### Clock routing, run 1

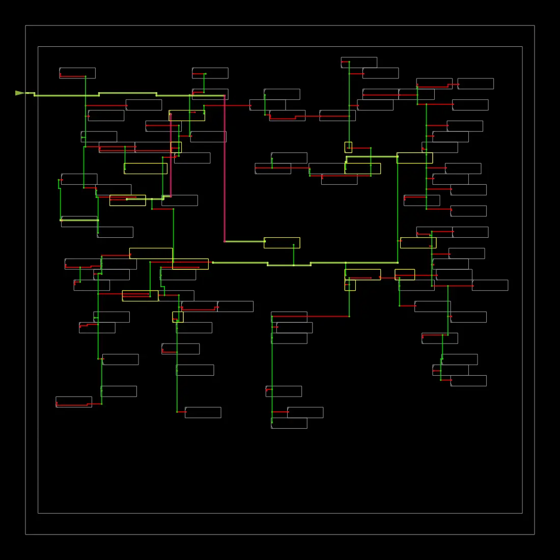
### Routed clock nets over the placement, run 1

Scale bar: 50 um.
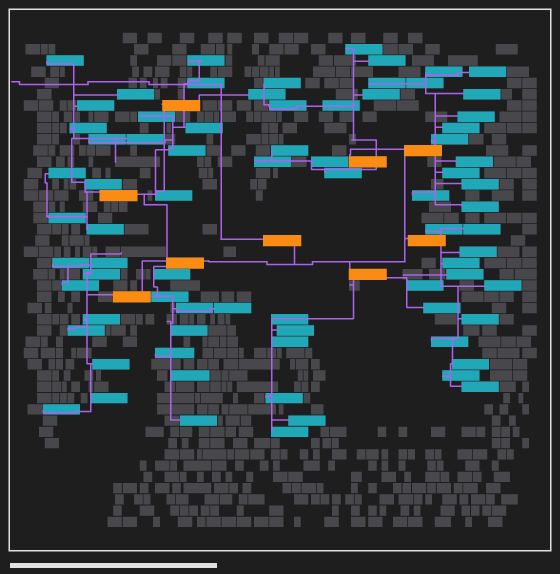
### The metal 4 layer, run 1

Supply wires on this layer in gray.
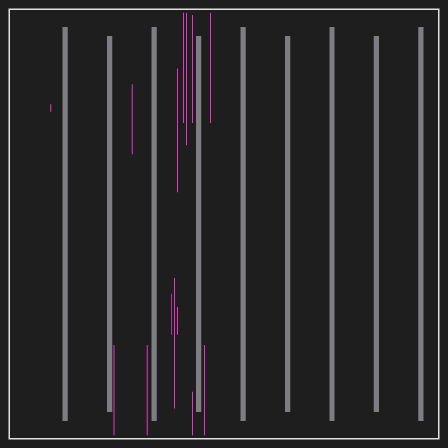
Design mem_ctrl_arbiter_flat, sky130hd; sources not shown.
==> run summary, run 1 <==
Reports from this run.

- The run finished with clean final reports.
- The count of nets left with antenna violations once routing finished came out at 0.
- The path type of the worst min-delay path reads primary input to asynchronous set/reset pin.
- The number of instances in the synthesized netlist is 400.
- The sequential cells in the finished layout cover a total of 1904 um^2.
- Setup repair after global routing could not meet its margin everywhere.
- The count of placed standard cells including taps reads 818.
- The endpoint class of the critical path reads a primary output.
- The worst setup path is of the flop to primary output kind.
- In this build the clock could be raised as far as 0.3502 GHz.
- The cell area after synthesis is 4033 um^2.
- Counting the warning lines in the Yosys log gives 0.
- IR analysis of the VDD net gives a maximum drop of 0.5807 mV.
- The summed negative setup slack over all endpoints reads 0 ns.
- The hold slack is 0.06168 ns.
- The topmost layer with routed signal wires is met4.
- The power per cell area reads 1007 nW/um^2.
- The net total in the final layout is 807.
- The met3 usage in global routing is 0.04065.
- For the finished layout, the period the worst path requires is 2.855 ns.
- The maximum number of buffers from clock root to sink reads 2.
- Across the run, the number of max-cap violations was 0.
- The wire length of the first global-routing pass is 23.23 mm.
- Post-CTS repair ended up resizing 138 cells.
- For the completed layout, the total cell area is recorded as 7224 um^2.
- The number of port buffers is 267.
- The routed wire length on met2 reads 7.582 mm.
- Entering global routing, the biggest net connects 47 pins.
- The CTS clock-pin slew for the worst setup and hold paths is 0.06 ns.
- The sum of overflow across all layers after global routing reads 0.
- The initial antenna violation count reads 0.
- The area of the core region reads 14,860 um^2.
- The count of hold-fix buffers inserted at cts reads 0.
- For this configuration, the core starts out at a cell density of 0.2713.
- The number of design rule violations left after detail routing is 0.
- The number of global-route vias before repair is 4,277.
- The placement stage leaves a total instance area of 6860 um^2.
- The CTS tree is built.
Notes on 'Clock routing' above:
Worst Skew: 0.007505 ns
number of buffers created by CTS: 9
total number of sequential cells: 76
clock latency of the later-clocked register in the worst-skew pair: 0.33 ns

Notes on 'Routed clock nets over the placement' above:
legend:
  clock drivers:
    color: orange
    count: 9
  clock wires:
    color: purple
    length: 1,060 um
  flip-flops:
    color: cyan
    count: 76
routed clock nets: 10
fraction of power consumed by the clock network: 0.166
clock group total power: 1210 uW

Notes on 'The metal 4 layer' above:
wire length on this layer: 354 um
main direction: vertical
longest straight run: 40.1 um
detailed-route wire length: 15.83 mm
detailed-route via count: 4,255

run 1: layout by cell type (no fill, tap or decap), types with 3 or more instances in the layout:
master and instances:
buf_12 3, nand3_1 35, nand2_1 3, mux2_4 30
clkdlybuf4s15_2 6, buf_4 15, clkdlybuf4s15_1 17, o21ai_0 37
and3_1 65, clkdlybuf4s50_1 198, clkinvlp_4 5, dfrtp_1 74
a31oi_1 32, nor2_1 38, nor3b_4 3, clkbuf_16 9
ha_1 5, dlygate4sd2_1 4, buf_2 6, clkbuf_2 34
inv_1 6
run 1: where the power goes:
part           switching, uW  internal [uW]  total [uW]
Combinational           2230           1950        4180
Sequential               299           1590        1890
Clock                    433            775        1210
Total                   2960           4320        7280
run 1: area by class of cell:
class / instances / share of cell area
Clock buffer: 10 / 0.03308
Inverter: 10 / 0.006408
Sequential cell: 76 / 0.2636
Timing Repair Buffer: 286 / 0.3685
Tap cell: 184 / 0.03187
Timing Repair inverter: 1 / 0.001039
Clock inverter: 6 / 0.01212
Multi-Input combinational cell: 280 / 0.2833
run 1: logic make-up (layout without fill, tap and decap cells):
family                   after synthesis  after routing  share of synthesized area
multiplexers                          32             32                     0.1173
AND/OR/NAND/NOR                      149            152                     0.1967
flip-flops                            76             76                     0.4716
XOR/XNOR                               3              3                   0.006517
buffers and inverters                 48            313                    0.05212
adder cells (fa/ha/maj)                8              8                    0.02482
AND-OR/OR-AND                         84             85                     0.1309
run 1: worst max-delay path: stages, from the launching register on:
cell and delay [ns]:
dfrtp_2 0.43, buf_4 0.15, ha_4 0.16, a222oi_1 0.43, nor3_4 0.07, nor3b_4 0.19, buf_4 0.21, and3_1 0.20
clkdlybuf4s15_2 0.26
==> inputs of run 2 (changes only) <==
Settings changed: PLACE_DENSITY 0.65 to 0.73.
### Sequential cells grouped by signal name, run 2

Other sequential cells in the stronger gray, the rest of the logic in the fainter gray.
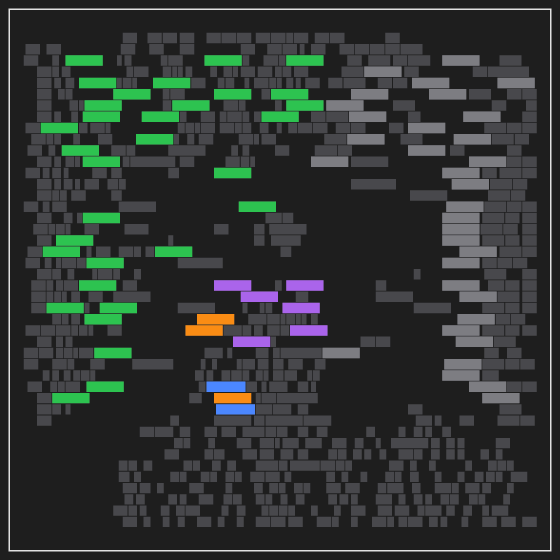
legend:
  u_core.starve_cnt:
    color: orange
    placed_flops: 3
  u_core.mc.ramaddr:
    color: green
    placed_flops: 32
  u_core.state:
    color: blue
    placed_flops: 2
  u_core.tmo_cnt:
    color: purple
    placed_flops: 6
    where: middle
Seq. pwr: 1880 uW
Finished Core Util: 0.4856

==> run 2 against run 1 <==
  * Synthesized cell count is the same
  * Register-to-register slack gained 0.12 ns
  * Critical path depth grew 1
  * Critical endpoint is now mc_iload[1]
  * Routed wire length shrank 2.3%
==> run summary, run 2 <==
Reports from this run.

- The post-layout instance area is 7218 um^2 (about the same).
- The most prevalent standard cell on the critical path reads buf_6.
- The sequential share of the synthesized area reads 0.4716.
- Setup violations remaining at the end of the flow were counted as 0.
- The hold slack is 0.4635 ns (+0.4018 ns).
- The boundary pin count is 268.
- Averaged over all synthesized cells, the footprint is 10.08 um^2.
- The initial antenna violation count is 0 (unchanged).
- The maximum number of pins on one net before global-route repair came to 67 (+43%).
- By area the synthesized netlist is led by dfrtp_1, mux2_4, and3_1, a31oi_1, o21ai_0.
- The critical path data arrival time is 2.36 ns.
- The number of instances in the synthesized netlist came to 400 (unchanged).
- The endpoint class of the critical path reads a primary output.
- The sum of overflow across all layers after global routing reads 0 (unchanged).
- The most used logic cell in the final layout reads clkdlybuf4s50_1.
- The number of maximum-capacitance violations reads 0 (unchanged).
- The count of library flops with an enable pin is 0.
- The share of cells above drive strength 1 reads 0.2404.
- The final non-filler cell total reads 858.
- The row count reads 44.
- The number of port buffers came to 267 (unchanged).
- The routed wire length per instance is 18.01 um.
- The number of vias after detailed routing is 4,151 (-2.4%).
- The remaining antenna violation count after routing is 0 (unchanged).
- The die outline area reads 17,040 um^2.
- The area of the core region reads 14,860 um^2 (unchanged).
- At the end of routability-driven placement, the weighted congestion stood at 0.8111.
- For this run, the total global-route usage over all layers was measured as 0.1737.
- The measured slew at the worst slew-check pin reads 0.9477 ns.
- Leaving out fill and tap cells, the most frequent cells in the layout are clkdlybuf4s50_1, dfrtp_1, and3_1.
- For this design the static power due to leakage is 0.003294 uW.
- The chip height reads 130.5 um.
- Listed in order, past its start point the critical path passes buf_6 > ha_4 > a222oi_1 > nor3_2 > nor3b_4 > buf_6 > clkbuf_16 > and3_1 > clkbuf_2.
- The wire length of the first global-routing pass reads 22.20 mm (-4.4%).
- The number of gates on the worst path with buffers counted reads 9 (+1).
- The power per cell area reads 1019 nW/um^2 (+1.2%).
- The path type of the worst min-delay path reads flop to flop.
- The cell area reported after detailed placement reads 6887 um^2 (+0.38%).
- STA classifies the critical path startpoint as a flop.
- The CTS tree reads built.
- The gate family responsible for the most delay along the worst path reads buffers and inverters.
- The post-synth register bit count is 76.
- The number of standard cells reported by yosys reads 400.
- The yosys synthesis warning count reads 0 (unchanged).
- The largest area contributor in the netlist is dfrtp_1.
- The tally of OpenROAD warnings is 32.
- The post-route minimum period is 2.798 ns (-0.05720 ns).
- In the hold timing report, the worst path depth is 1.
- The final max-slew violation count recorded for this run is 0.
- The final routed wirelength across all metal layers is 15.45 mm (-2.3%).
- The number of different library cells in the post-synthesis netlist reads 34.
- The clock net sink count is 76.
- The number of iterations in the first detailed-routing pass reads 4.
- The worst setup skew after layout reads 0.005199 ns (-0.002306 ns).
- The critical path is of the flop to primary output type.
- The maximum number of buffers from clock root to sink is 2 (unchanged).
- Setup repair after global routing could not meet its margin everywhere.
- By count the netlist is led by dfrtp_1, and3_1, nor2_1, o21ai_0, nand3_1.
- The number of design rule violations left after detail routing is 0 (unchanged).
- The clock tree synthesis step divided the H-tree into 3 levels.
- The number of buffers and inverters on the critical path is 4 (+1).
- The CTS clock-pin slew for the worst setup and hold paths reads 0.06 ns (about the same).
- The post-detailed-route via-to-cell ratio is 4.838.
- The net total in the final layout came to 812 (+0.62%).
- The total count of hold-check failures in the final report is 0.
- The post-detailed-placement half-perimeter wirelength is 10.30 mm.
- The peak ir drop on the vdd network is 0.4698 mV (-19%).
- The clock buffer count from CTS is 9 (unchanged).
- The maximum fanout along the worst path reads 9.
- The cell area after synthesis is 4033 um^2 (unchanged).
- Logic depth along the worst register-to-register path is recorded as 12.
- Across all checked pins, the minimum headroom to the slew limit is 0.3682.
- The repair_antennas step left the layout with diodes totalling 0.
- The count of placed standard cells including taps reads 819 (+0.12%).
- The number of global-route vias before repair came to 4,203 (-1.7%).
- The insertion delay at the late pin of the worst-skew pair is 0.33 ns (about the same).
- The worst reg-to-reg setup slack reads 0.22 ns.
- The library cell with the highest instance count after synthesis reads dfrtp_1.
- The longest individual stage delay on the worst path was 0.43 ns (about the same).
- The fraction of the core area occupied by cells at floorplan is 0.2713 (unchanged).
- The cell with the largest stage delay on the worst path is dfrtp_2.
- The post-synthesis to final-layout area growth reads 78.99%.
- The chip area estimate from yosys synthesis is 4033 um^2.
- The maximum frequency from static timing analysis came to 0.3574 GHz (+2.0%).
- The run finished with clean final reports.
==> run 2: netlist changes by cell type in the layout (fill, tap and decap cells not counted), moves of 5 or more <==
cell             change
buf_2               +22
clkdlybuf4s15_1     -17
clkdlybuf4s15_2      -6
buf_4                +5
buf_6                +5
==> run 2: metrics by stage <==
stage,utilization,worst slack [ns],TNS (ns)
floorplan,-,-2.068,-161.26
global placement,0.4550,-3.724,-439.58
detailed placement,0.4633,-1.596,-164.34
CTS,0.4944,-0.03176,-0.1061
global route,0.4856,-0.06475,-1.804
finish,0.4856,0.1021,0
==> run 2: area by class of cell <==
cell class                      count  area, um^2
Clock buffer                        9       225.2
Timing Repair Buffer              293        2666
Timing Repair inverter              1       7.507
Fill cell                        1394        7646
Tap cell                          184       230.2
Sequential cell                    76        1904
Multi-Input combinational cell    278        2021
Inverter                           10       48.80
Clock inverter                      7       115.1
==> run 2: cells by family after synthesis <==
logic type	synth area share
adder cells (fa/ha/maj)	0.02482
flip-flops	0.4716
AND-OR/OR-AND	0.1309
AND/OR/NAND/NOR	0.1967
buffers and inverters	0.05212
XOR/XNOR	0.006517
multiplexers	0.1173
==> run 2: where the power goes <==
part	internal, uW	total [uW]	switching (uW)
sequential	1590	1880	285
combinational	2000	4220	2220
clock	837	1260	425
total	4430	7360	2930
==> run 2: timing repair <==
item                                    4_1_cts  5_1_grt
gates cloned                                  2        4
endpoints found under the setup margin      135      101
resized                                     118      148
setup buffers                                10        6
hold buffers                                  1        0
pin swaps                                     4        4
hold endpoints to repair                     10        0
==> run 2: per-layer routing <==
layer | wire, um | part of all wire | GRT usage
met1 | 6463 | 0.42 | 0.2058
met2 | 7839 | 0.51 | 0.2996
met3 | 914 | 0.059 | 0.03780
met4 | 237 | 0.015 | 0.04598
met5 | 0 | 0 | -
Power and IR drop assume default switching activity.
